File: src/rtl/hubris_pkg.sv
// Shared decode constants, scoreboard entry type and opcode classification
// for the Hubris RV32I issue stage.
package hubris_pkg;

   localparam int RF_ADDR_W = 5;

   localparam logic [6:0] OPCODE_LUI    = 7'b0110111;
   localparam logic [6:0] OPCODE_AUIPC  = 7'b0010111;
   localparam logic [6:0] OPCODE_JAL    = 7'b1101111;
   localparam logic [6:0] OPCODE_JALR   = 7'b1100111;
   localparam logic [6:0] OPCODE_BRANCH = 7'b1100011;
   localparam logic [6:0] OPCODE_LOAD   = 7'b0000011;
   localparam logic [6:0] OPCODE_STORE  = 7'b0100011;
   localparam logic [6:0] OPCODE_OP_IMM = 7'b0010011;
   localparam logic [6:0] OPCODE_OP     = 7'b0110011;

   localparam logic [31:0] INVALID_INST = 32'hC0001073;

   typedef struct packed {
      logic                 valid;
      logic [RF_ADDR_W-1:0] rd;
      logic                 is_load;
   } sb_entry_t;

   typedef enum logic [1:0] {
      ST_RUN,
      ST_DRAIN,
      ST_HALTED
   } halt_state_t;

   function automatic logic uses_rs1(input logic [6:0] opcode);
      return (opcode == OPCODE_OP) || (opcode == OPCODE_BRANCH) || (opcode == OPCODE_STORE) ||
             (opcode == OPCODE_OP_IMM) || (opcode == OPCODE_JALR) || (opcode == OPCODE_LOAD);
   endfunction

   function automatic logic uses_rs2(input logic [6:0] opcode);
      return (opcode == OPCODE_OP) || (opcode == OPCODE_BRANCH) || (opcode == OPCODE_STORE);
   endfunction

   function automatic logic writes_rd(input logic [6:0] opcode);
      return (opcode == OPCODE_OP) || (opcode == OPCODE_OP_IMM) || (opcode == OPCODE_LUI) ||
             (opcode == OPCODE_AUIPC) || (opcode == OPCODE_LOAD) || (opcode == OPCODE_JAL) ||
             (opcode == OPCODE_JALR);
   endfunction

endpackage

File: src/rtl/rd_scoreboard.sv
// Shift register of in-flight register writers; slot 0 is the youngest and
// the last slot retires each cycle. Reports per-slot matches against rs1/rs2.
module rd_scoreboard
   import hubris_pkg::*;
#(
   parameter int WB_DEPTH   = 2,
   parameter int REG_ADDR_W = 5
) (
   input  logic                  clk,
   input  logic                  reset_n,
   input  sb_entry_t             push,
   input  logic [REG_ADDR_W-1:0] rs1,
   input  logic [REG_ADDR_W-1:0] rs2,
   output logic [WB_DEPTH-1:0]   match_rs1,
   output logic [WB_DEPTH-1:0]   match_rs2,
   output logic [WB_DEPTH-1:0]   load_slot
);

   sb_entry_t slot_q [WB_DEPTH];

   always_ff @(posedge clk) begin
      if (!reset_n) begin
         for (int i = 0; i < WB_DEPTH; i++) slot_q[i] <= '0;
      end else begin
         slot_q[0] <= push;
         for (int i = 1; i < WB_DEPTH; i++) slot_q[i] <= slot_q[i-1];
      end
   end

   always_comb begin
      match_rs1 = '0;
      match_rs2 = '0;
      load_slot = '0;
      for (int i = 0; i < WB_DEPTH; i++) begin
         match_rs1[i] = slot_q[i].valid && (slot_q[i].rd == rs1);
         match_rs2[i] = slot_q[i].valid && (slot_q[i].rd == rs2);
         load_slot[i] = slot_q[i].valid && slot_q[i].is_load;
      end
   end

endmodule

File: src/rtl/hazard_sequencer.sv
// Issue-stage hazard and halt controller: data-dependency stalls from the rd
// scoreboard, control-transfer penalty counter, and the halt-drain FSM.
module hazard_sequencer
   import hubris_pkg::*;
#(
   parameter int INST_WIDTH     = 32,
   parameter int REG_ADDR_W     = 5,
   parameter int WB_DEPTH       = 2,
   parameter int FWD_EN         = 0,
   parameter int LOAD_USE_WIN   = 1,
   parameter int BRANCH_PENALTY = 1,
   parameter int JUMP_PENALTY   = 1,
   parameter int HALT_DRAIN     = 2
) (
   input  logic                  clk,
   input  logic                  reset_n,
   input  logic                  id_valid,
   input  logic [INST_WIDTH-1:0] id_inst,
   output logic                  stall_id_if_pl,
   output logic                  stall_pc_increment,
   output logic                  halt,
   output logic                  dbg_dep_stall,
   output logic                  dbg_ctrl_stall
);

   localparam int CNT_W = 8;

   logic [6:0]            opcode;
   logic [REG_ADDR_W-1:0] rs1, rs2, rd;
   logic [WB_DEPTH-1:0]   match_rs1, match_rs2, load_slot;
   logic                  use_rs1, use_rs2, dep_hit, stall, issue, halt_inst;
   sb_entry_t             push;
   logic [CNT_W-1:0]      ctrl_cnt_q, drain_cnt_q, drain_cnt_d;
   halt_state_t           state_q, state_d;

   assign opcode    = id_inst[6:0];
   assign rs1       = id_inst[15 +: REG_ADDR_W];
   assign rs2       = id_inst[20 +: REG_ADDR_W];
   assign rd        = id_inst[7 +: REG_ADDR_W];
   assign halt_inst = (id_inst == INST_WIDTH'(INVALID_INST));

   // Handshake: ID instruction advances (issue) only when id_valid is high and
   // stall is low; a stalled instruction stays in ID and EX receives a bubble.
   assign stall = (state_q != ST_RUN) || (ctrl_cnt_q != '0) || dep_hit;
   assign issue = id_valid && !stall;

   always_comb begin
      push = '0;
      if (issue && writes_rd(opcode) && (rd != '0)) begin
         push.valid   = 1'b1;
         push.rd      = rd;
         push.is_load = (opcode == OPCODE_LOAD);
      end
   end

   rd_scoreboard #(
      .WB_DEPTH   (WB_DEPTH),
      .REG_ADDR_W (REG_ADDR_W)
   ) u_rd_scoreboard (
      .clk       (clk),
      .reset_n   (reset_n),
      .push      (push),
      .rs1       (rs1),
      .rs2       (rs2),
      .match_rs1 (match_rs1),
      .match_rs2 (match_rs2),
      .load_slot (load_slot)
   );

   // With forwarding only young load results are still unavailable to ID.
   always_comb begin
      use_rs1 = uses_rs1(opcode) && (rs1 != '0);
      use_rs2 = uses_rs2(opcode) && (rs2 != '0);
      dep_hit = 1'b0;
      for (int i = 0; i < WB_DEPTH; i++) begin
         if ((FWD_EN == 0) || (load_slot[i] && (i < LOAD_USE_WIN))) begin
            if ((use_rs1 && match_rs1[i]) || (use_rs2 && match_rs2[i])) dep_hit = 1'b1;
         end
      end
      dep_hit = dep_hit && id_valid;
   end

   always_ff @(posedge clk) begin
      if (!reset_n) begin
         ctrl_cnt_q <= '0;
      end else if (issue && (opcode == OPCODE_BRANCH)) begin
         ctrl_cnt_q <= CNT_W'(BRANCH_PENALTY);
      end else if (issue && ((opcode == OPCODE_JAL) || (opcode == OPCODE_JALR))) begin
         ctrl_cnt_q <= CNT_W'(JUMP_PENALTY);
      end else if (ctrl_cnt_q != '0) begin
         ctrl_cnt_q <= ctrl_cnt_q - 1'b1;
      end
   end

   always_ff @(posedge clk) begin
      if (!reset_n) begin
         state_q     <= ST_RUN;
         drain_cnt_q <= '0;
      end else begin
         state_q     <= state_d;
         drain_cnt_q <= drain_cnt_d;
      end
   end

   always_comb begin
      state_d     = state_q;
      drain_cnt_d = drain_cnt_q;
      case (state_q)
         ST_RUN: begin
            if (issue && halt_inst) begin
               state_d     = ST_DRAIN;
               drain_cnt_d = CNT_W'(HALT_DRAIN - 1);
            end
         end
         ST_DRAIN: begin
            if (drain_cnt_q == '0) state_d = ST_HALTED;
            else                   drain_cnt_d = drain_cnt_q - 1'b1;
         end
         ST_HALTED: state_d = ST_HALTED;
         default:   state_d = ST_RUN;
      endcase
   end

   assign stall_id_if_pl     = stall;
   assign stall_pc_increment = stall;
   assign halt               = (state_q == ST_HALTED);
   assign dbg_dep_stall      = dep_hit;
   assign dbg_ctrl_stall     = (ctrl_cnt_q != '0);

endmodule

File: config.mk
export PLATFORM = sky130hd
export DESIGN_NAME = hazard_sequencer
export DESIGN_NICKNAME = d
export VERILOG_FILES = /design/src/rtl/hubris_pkg.sv /design/src/rtl/rd_scoreboard.sv /design/src/rtl/hazard_sequencer.sv
export SDC_FILE = /design/constraint.sdc
export NUM_CORES = 1
export LEC_CHECK = 0
export ABC_AREA = 1
export CAP_MARGIN = 5
export CORE_MARGIN = 2
export CORE_UTILIZATION = 30
export CTS_CLUSTER_SIZE = 28
export DETAILED_ROUTE_END_ITERATION = 10
export GPL_TIMING_DRIVEN = 0
export HOLD_SLACK_MARGIN = 0.15
export PLACE_DENSITY_LB_ADDON = 0.15
export SETUP_SLACK_MARGIN = 0.02
export SYNTH_ARGS = -nofsm -noshare
export SYNTH_HDL_FRONTEND = slang
export SYNTH_SLANG_ARGS = --single-unit
File: constraint.sdc
create_clock -name clk -period 2.14 [get_ports clk]
set_input_delay 0.321 -clock clk [delete_from_list [all_inputs] [get_ports clk]]
set_output_delay 0.321 -clock clk [all_outputs]
set_load 0.005 [all_outputs]
### Routed clock nets over the placement, run 1

Scale bar: 20 microns.
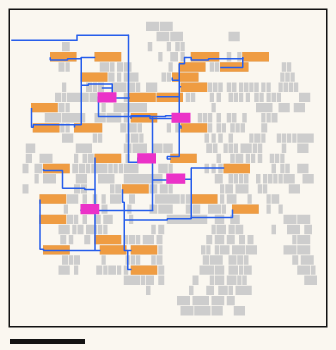
Blue stands for clock wires, length 455 microns. Magenta stands for clock drivers, count 5. Orange stands for flip-flops, count 30.
There are 6 routed clock nets.

### Sequential cells grouped by signal name, run 1

Scale bar: 20 microns. Other sequential cells in the stronger grey, the rest of the logic in the fainter grey.
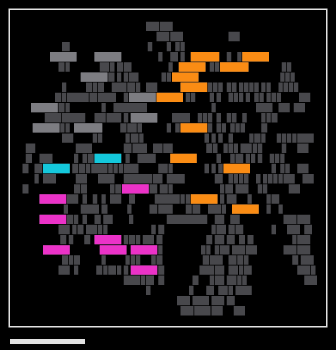
Orange stands for u_rd_scoreboard.slot_q, flops 12. Cyan stands for state_q, flops 2. Magenta stands for drain_cnt_q, flops 8.

==> results.sh, run 1 <==
# yosys + openroad results
export IMPL_status="completed"
export IMPL_comb_share_pct=44.16
export IMPL_setup_violations=0
export IMPL_final_clk_cell_share_pct=3.956
export IMPL_top_area_share_pct=30.81
export IMPL_cp_slowest_stage_delay_ps=330
export IMPL_xor_share_pct=3.594
export IMPL_slew_limit_headroom_pct=66.52
export IMPL_criticalPathCategory="reg -> out"
export IMPL_timing_final_crit_share_pct=93.67
export IMPL_buf_share_pct=19.33
export IMPL_cts_max_level=2
export IMPL_tool_warnings=30
export IMPL_cts_tree="yes"
export IMPL_vias=2028
export IMPL_route_detailed_drc=0
export IMPL_comb_cells=229
export IMPL_cts_sinks=30
export IMPL_tightest_slew_ps=502.2
export IMPL_dr_first_iter_drc_count=48
export IMPL_use_met1_pct=17.75
export IMPL_wirelength_microns=5071
export IMPL_num_rows=29
export IMPL_gp_congestion=0.8346
export IMPL_initial_utilization_pct=30.88
export IMPL_netlist_top_cells_area="dfxtp_1, nand2_1, inv_1"
export IMPL_lay_top_count="nand2_1"
export IMPL_ys_cells=315
export IMPL_flop_cell="dfxtp_1"
export IMPL_hpwl_microns=3594
export IMPL_hold_end="u_rd_scoreboard.slot_q[0][11]"
export IMPL_cp_max_fo=5
export IMPL_synth_cells=315
export IMPL_ys_seq_share_pct=30.81
export IMPL_clk_pin_slew_ps=70
export IMPL_signal_buffers=61
export IMPL_cts_made_buffers=5
export IMPL_flop_area_sq_um=604.3
export IMPL_cts_resized=32
export IMPL_top_cell="nand2_1"
export IMPL_min_from="reset_n"
export IMPL_logic_family="simple AND/OR/NAND/NOR gates"
export IMPL_post_cts_buffers=13
### Sizing map, run 1

Scale bar: 20 microns.
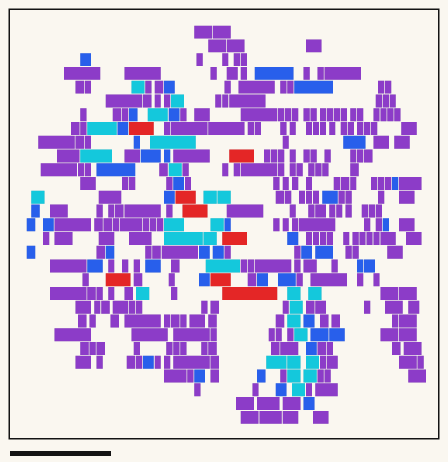
Red stands for _6 and larger, cells 8, share 2.1%. Cyan stands for _3 and _4 cells, cells 27, share 7.1%. Purple stands for _0 and _1 cells, cells 301, share 79%. Blue stands for _2 cells, cells 44, share 12%.

## run 1: how the worst max path moves through the flow
| stage | startpoint | cells after the start | end |
|---|---|---|---|
| 2_1_floorplan | ctrl_cnt_q[0] | 12 | drain_cnt_q[1] |
| 3_3_place_gp | id_inst[16] | 9 | stall_pc_increment |
| 3_5_place_dp | id_inst[16] | 9 | stall_pc_increment |
| 4_1_cts | ctrl_cnt_q[0] | 9 | stall_pc_increment |
| 5_1_grt | u_rd_scoreboard.slot_q[0][2] | 12 | stall_pc_increment |
| 6_report | ctrl_cnt_q[1] | 9 | stall_pc_increment |
## run 1: per-layer routing
| layer | wire, microns | up-vias |
|---|---|---|
| met4 | 93 | 0 |
| li1 | - | 1095 |
| met1 | 2342 | 881 |
| met3 | 284 | 10 |
| met5 | 0 | - |
| met2 | 2350 | 42 |
## run 1: stage by stage
step | setup WS [ps] | area (sq um) | util (%) | hold WS (ps) | total power [mW]
after global routing | 2.590 | 2751 | 43.58 | 471.9 | 2.052
after CTS | -79.33 | 2661 | 42.15 | 440.0 | 1.847
after detailed placement | -548.5 | 2426 | 38.43 | 440.5 | 1.252
after floorplan | 383.6 | 1949 | - | 420.2 | 1.050
final | 135.4 | 2751 | 43.58 | 415.0 | 1.920
after global placement | -607.1 | 2426 | 38.43 | 438.7 | 1.251
## run 1: cell families after synthesis
kind of cell    after synthesis
buf+inv                      56
fa+ha+maj                     5
flops                        30
xor+xnor                      8
mux                           1
simple gates                192
compound gates               23
## run 1: power breakdown
| part | internal [mW] | leakage (nW) | switching, mW |
|---|---|---|---|
| logic | 0.370 | 1.03 | 0.332 |
| registers | 0.611 | 0.244 | 0.0433 |
| clock network | 0.342 | 0.0579 | 0.220 |
==> run 1 -> run 2 <==
--- a/config.mk
+++ b/config.mk
@@ -6,7 +6,6 @@
 export NUM_CORES = 1
 export LEC_CHECK = 0
 export ABC_AREA = 1
-export CAP_MARGIN = 5
 export CORE_MARGIN = 2
 export CORE_UTILIZATION = 30
 export CTS_CLUSTER_SIZE = 28
### Sequential cells grouped by signal name, run 2

Scale bar: 20 microns. Other sequential cells in the stronger grey, the rest of the logic in the fainter grey.
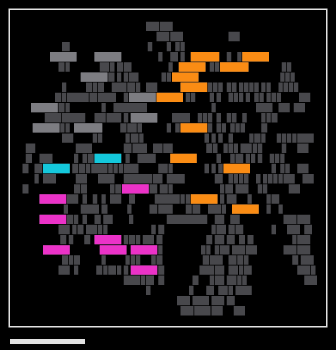
Orange stands for u_rd_scoreboard.slot_q, flops 12. Cyan stands for state_q, flops 2. Magenta stands for drain_cnt_q, flops 8.

==> run 2 against run 1 <==
Net effect: via count unchanged; first-iteration DRC count unchanged; largest power group unchanged; final cell count unchanged.
==> results.sh, run 2 <==
# yosys + openroad results
export IMPL_tool_warnings=30
export IMPL_top_area_share_pct=30.81
export IMPL_ys_seq_share_pct=30.81
export IMPL_pwr_share_comb_pct=36.6
export IMPL_netlist_top_cells_area="dfxtp_1, nand2_1, inv_1"
export IMPL_wl_met1_microns=2342
export IMPL_hold_end="u_rd_scoreboard.slot_q[0][11]"
export IMPL_cts_max_level=2
export IMPL_clk_pin_slew_ps=70
export IMPL_cp_max_fo=5
export IMPL_edf_count=0
export IMPL_seq_power_share_pct=34.1
export IMPL_syn_nets=355
export IMPL_p_int_mw=1.324
export IMPL_tightest_slew_ps=502.2
export IMPL_cts_sinks=30
export IMPL_wirelength_microns=5071
export IMPL_lay_top_count="nand2_1"
export IMPL_slew_limit_headroom_pct=66.52
export IMPL_wl_met3_microns=284
export IMPL_p_sw_uw=595.9
export IMPL_flop_cell="dfxtp_1"
export IMPL_use_met1_pct=17.75
export IMPL_status="completed"
export IMPL_cts_tree="yes"
export IMPL_startpoint="ctrl_cnt_q[1]"
export IMPL_min_from="reset_n"
export IMPL_initial_utilization_pct=30.88
export IMPL_finalPower_mw=1.920
export IMPL_vias=2028
export IMPL_whs_ps=415.0
export IMPL_gp_congestion=0.8346
export IMPL_wl_met2_microns=2350
export IMPL_p_sw_share_pct=31.04
export IMPL_timing_final_crit_share_pct=93.67
export IMPL_top_layer="met4"
export IMPL_post_place_ws_ps=-548.5
export IMPL_hpwl_microns=3594
export IMPL_route_detailed_drc=0
export IMPL_top_cell="nand2_1"
export IMPL_rr_worst_depth=13
export IMPL_utilization_pct=43.58
export IMPL_num_rows=29
export IMPL_startpoint_type="register"
export IMPL_ys_cells=315
export IMPL_layout_setup_ws_ps=135.4
export IMPL_criticalPathCategory="reg -> out"
export IMPL_synth_cells=315
### Routed clock nets over the placement, run 2

Scale bar: 20 microns.
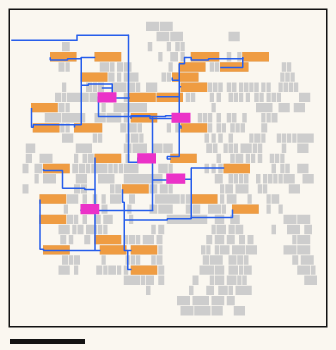
Blue stands for clock wires, length 455 microns. Magenta stands for clock drivers, count 5. Orange stands for flip-flops, count 30.
There are 6 routed clock nets.

## run 2: cell counts after synthesis
Identical to the previous run, type by type.
## run 2: timing repair
action	4_1_cts	5_1_grt
buffers inserted	13	5
gates cloned	0	1
setup endpoints to repair	4	25
pin swaps	9	13
resized	32	32
## run 2: critical path, stage by stage (launching register included)
cell and delay [ps]:
dfxtp_1 330, inv_2 80, ha_4 150, nand2_4 60, nor3_4 210, nand3_4 140, nor2_4 150, nand2_2 70
buf_4 120, clkbuf_2 100
## run 2: cell type report
type,count,area (sq um)
sequential,30,604.3
clock buffer,5,68.82
fill,639,3562
inverter,52,195.2
multi-input combinational,229,1215
timing repair buffer,57,505.5
clock inverter,3,40.04
tap,77,96.34
buffer,4,26.28
## run 2: power by group through the flow
stage | registers (mW) | logic (mW) | clock network (mW)
after detailed placement | 0.661 | 0.591 | 0
final | 0.655 | 0.703 | 0.562
after global routing | 0.662 | 0.782 | 0.609
after floorplan | 0.654 | 0.395 | 0
after global placement | 0.662 | 0.589 | 0
after CTS | 0.649 | 0.619 | 0.579
## run 2: stage by stage
| stage | TNS [ps] | instance area [sq um] |
|---|---|---|
| after floorplan | 0 | 1949 |
| after global placement | -5805 | 2426 |
| after detailed placement | -4823 | 2426 |
| after CTS | -79.33 | 2661 |
| after global routing | 0 | 2751 |
| final | 0 | 2751 |
## run 2: cell families after synthesis
family	synth area share, %
mux	0.5776
fa+ha+maj	3.209
compound gates	7.061
flops	30.81
simple gates	43.39
xor+xnor	3.594
buf+inv	11.36
## run 2: how the worst max path moves through the flow
stage | slack [ps] | end | depth (start not counted)
floorplan | 380 | drain_cnt_q[1] | 12
global placement | -610 | stall_pc_increment | 9
detailed placement | -550 | stall_pc_increment | 9
CTS | -80 | stall_pc_increment | 9
global route | 3 | stall_pc_increment | 12
finish | 140 | stall_pc_increment | 9
### Clock wiring as the flow saved it, run 2

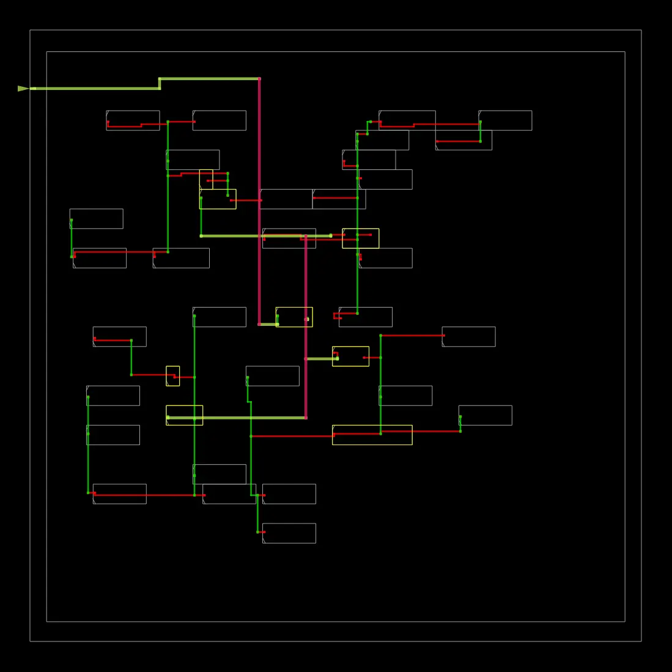

==> run 2 -> run 3 <==
--- a/config.mk
+++ b/config.mk
@@ -14,6 +14,8 @@
 export HOLD_SLACK_MARGIN = 0.15
 export PLACE_DENSITY_LB_ADDON = 0.15
 export SETUP_SLACK_MARGIN = 0.02
+export SLEW_MARGIN = 0
 export SYNTH_ARGS = -nofsm -noshare
 export SYNTH_HDL_FRONTEND = slang
+export SYNTH_HIERARCHICAL = 1
 export SYNTH_SLANG_ARGS = --single-unit
### Clock wiring as the flow saved it, run 3

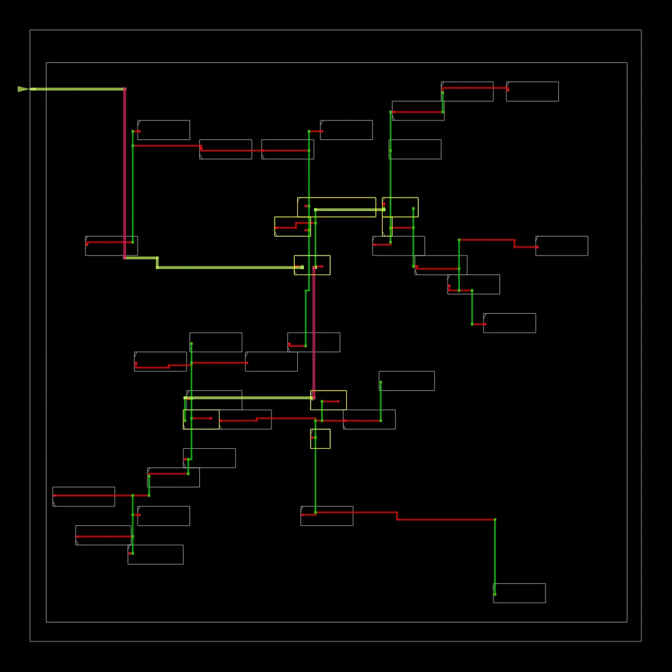
Clock Skews: 5.204 ps
CLK BUF: 6
Clk. pwr: 572 uW

### Routed clock nets over the placement, run 3

Scale bar: 20 microns.
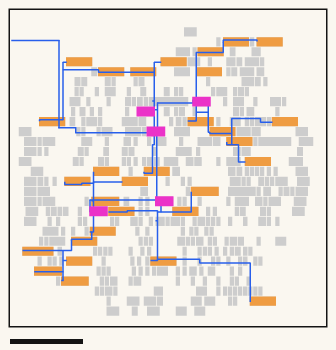
Magenta stands for clock drivers, count 5. Orange stands for flip-flops, count 30. Blue stands for clock wires, length 469 microns.
There are 6 routed clock nets.

==> run 3 against run 2 <==
Net effect: die area is 3.8% higher; clock power is 2% higher; first-iteration DRC count is 81% higher; synthesized cell count is 6.7% higher; combinational power is 27% higher; clock skew is 0.88 ps higher; clock-buffer cell count is 1 higher; critical path depth is 1 higher; highest routed layer unchanged; global-route usage is 0.31 points lower.
==> results.sh, run 3 <==
# yosys + openroad results
export IMPL_status="completed"
export IMPL_critPathBufInv=4
export IMPL_clk_pin_slew_ps=70
export IMPL_cp_max_fo=7
export IMPL_seq_cell_power_uw=668
export IMPL_wirelength_microns=4963
export IMPL_cts_resized=28
export IMPL_cts_max_level=2
export IMPL_initial_utilization_pct=31.38
export IMPL_wl_met1_microns=2516
export IMPL_p_comb_uw=892
export IMPL_layout_setup_ws_ps=53.62
export IMPL_p_int_mw=1.435
export IMPL_syn_nets=377
export IMPL_slowest_stage="dfxtp_1"
export IMPL_finalSetupTns_ps=0
export IMPL_cp_slowest_stage_delay_ps=330
export IMPL_synth_cells=336
export IMPL_vias=2042
export IMPL_use_met1_pct=19.70
export IMPL_lay_top_count="nand2_1"
export IMPL_cts_sinks=30
export IMPL_startpoint_type="register"
export IMPL_p_sw_share_pct=32.70
export IMPL_timing_final_crit_share_pct=97.49
export IMPL_seq_power_share_pct=31.3
export IMPL_tool_warnings=31
export IMPL_num_rows=29
export IMPL_route_detailed_drc=0
export IMPL_pwr_share_comb_pct=41.9
export IMPL_wl_met2_microns=2177
export IMPL_tightest_slew_ps=487.0
export IMPL_criticalPathCategory="reg -> out"
export IMPL_slew_limit_headroom_pct=67.23
export IMPL_gp_congestion=0.8211
export IMPL_post_cts_buffers=3
export IMPL_crit_top_cell="buf_6"
export IMPL_power_top_group="combinational cells"
[run 3: cell types whose count changed in the layout (fill, tap and decap cells not counted), moves of 4 or more]
cell             previous run  this run
buf_4                      19         3
buf_6                       2         6
clkdlybuf4s50_1            18        26
dlygate4sd2_1              11         7
dlymetal6s2s_1              5         0
nand2_1                    90       102
nor2_1                     43        56
or2_2                       6         1
[run 3: final timing paths]
kind              cells after the start  slack (ps)                       endpoint                    startpoint
setup reg to reg                     14         120   u_rd_scoreboard/slot_q[0][4]                 ctrl_cnt_q[1]
hold reg to reg                       2         440  u_rd_scoreboard/slot_q[0][13]  u_rd_scoreboard/slot_q[0][6]
hold / removal                        2         440  u_rd_scoreboard/slot_q[0][13]  u_rd_scoreboard/slot_q[0][6]
setup / recovery                     10          50             stall_pc_increment                 ctrl_cnt_q[1]
[run 3: through the flow]
| step | hold slack, ps | area (sq um) | utilization, % | std cells | power, mW |
|---|---|---|---|---|---|
| after global routing | 484.6 | 2710 | 41.96 | 465 | 2.298 |
| after detailed placement | 435.8 | 2514 | 38.92 | 452 | 1.418 |
| after CTS | 442.9 | 2649 | 41.01 | 463 | 2.023 |
| after global placement | 432.3 | 2514 | 38.92 | 452 | 1.410 |
| final | 444.5 | 2710 | 41.96 | 465 | 2.132 |
| after floorplan | 418.6 | 2027 | - | 336 | 1.171 |
[run 3: cell type report]
class / count / area, sq um / area share, %
well taps: 77 / 96.34 / 3.555
plain buffers: 3 / 27.53 / 1.016
multi-input cells: 249 / 1250 / 46.12
flip-flops and latches: 30 / 609.3 / 22.48
inverters: 54 / 202.7 / 7.479
clock buffers: 6 / 72.57 / 2.678
repair buffers: 44 / 414.1 / 15.28
clock inverters: 2 / 37.54 / 1.385
[run 3: worst min-delay path: stages, from the launching register on]
cell and delay [ps]:
dfxtp_1 320, nand2_1 60, inv_1 30

## Gallery

Layout detail.
(a)
Window x 48 to 78, y 6 to 36 microns. Cells in grey, sequential cells in the stronger grey; small squares are vias.
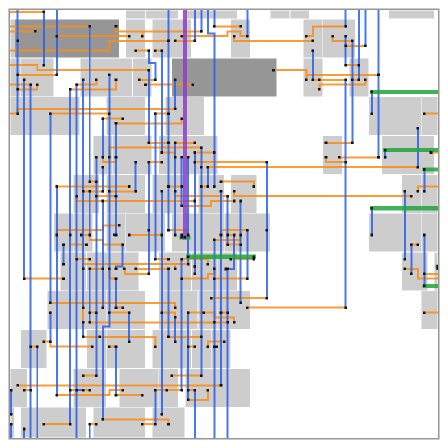
(b)
Window x 50 to 80, y 7 to 37 microns. Cells in grey, sequential cells in the stronger grey; small squares are vias.
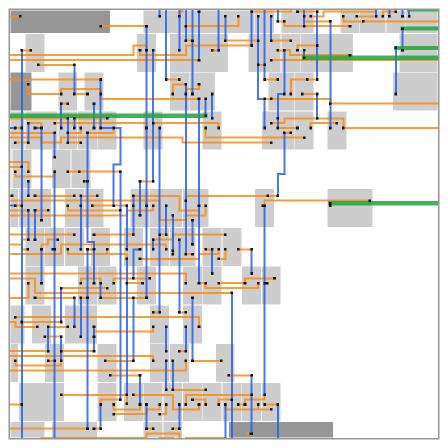
(a): run 2
(b): run 3

Key to (b):
Green stands for metal 3. Blue stands for metal 2. Orange stands for metal 1.
79 logic cells have their middle in the window. Most frequent: nand2_1 (31), nor2_1 (15), inv_1 (11). Sequential cells in the window: 1. Netlist names of flops here include u_rd_scoreboard/slot_q (1).

Power and IR drop assume default switching activity.
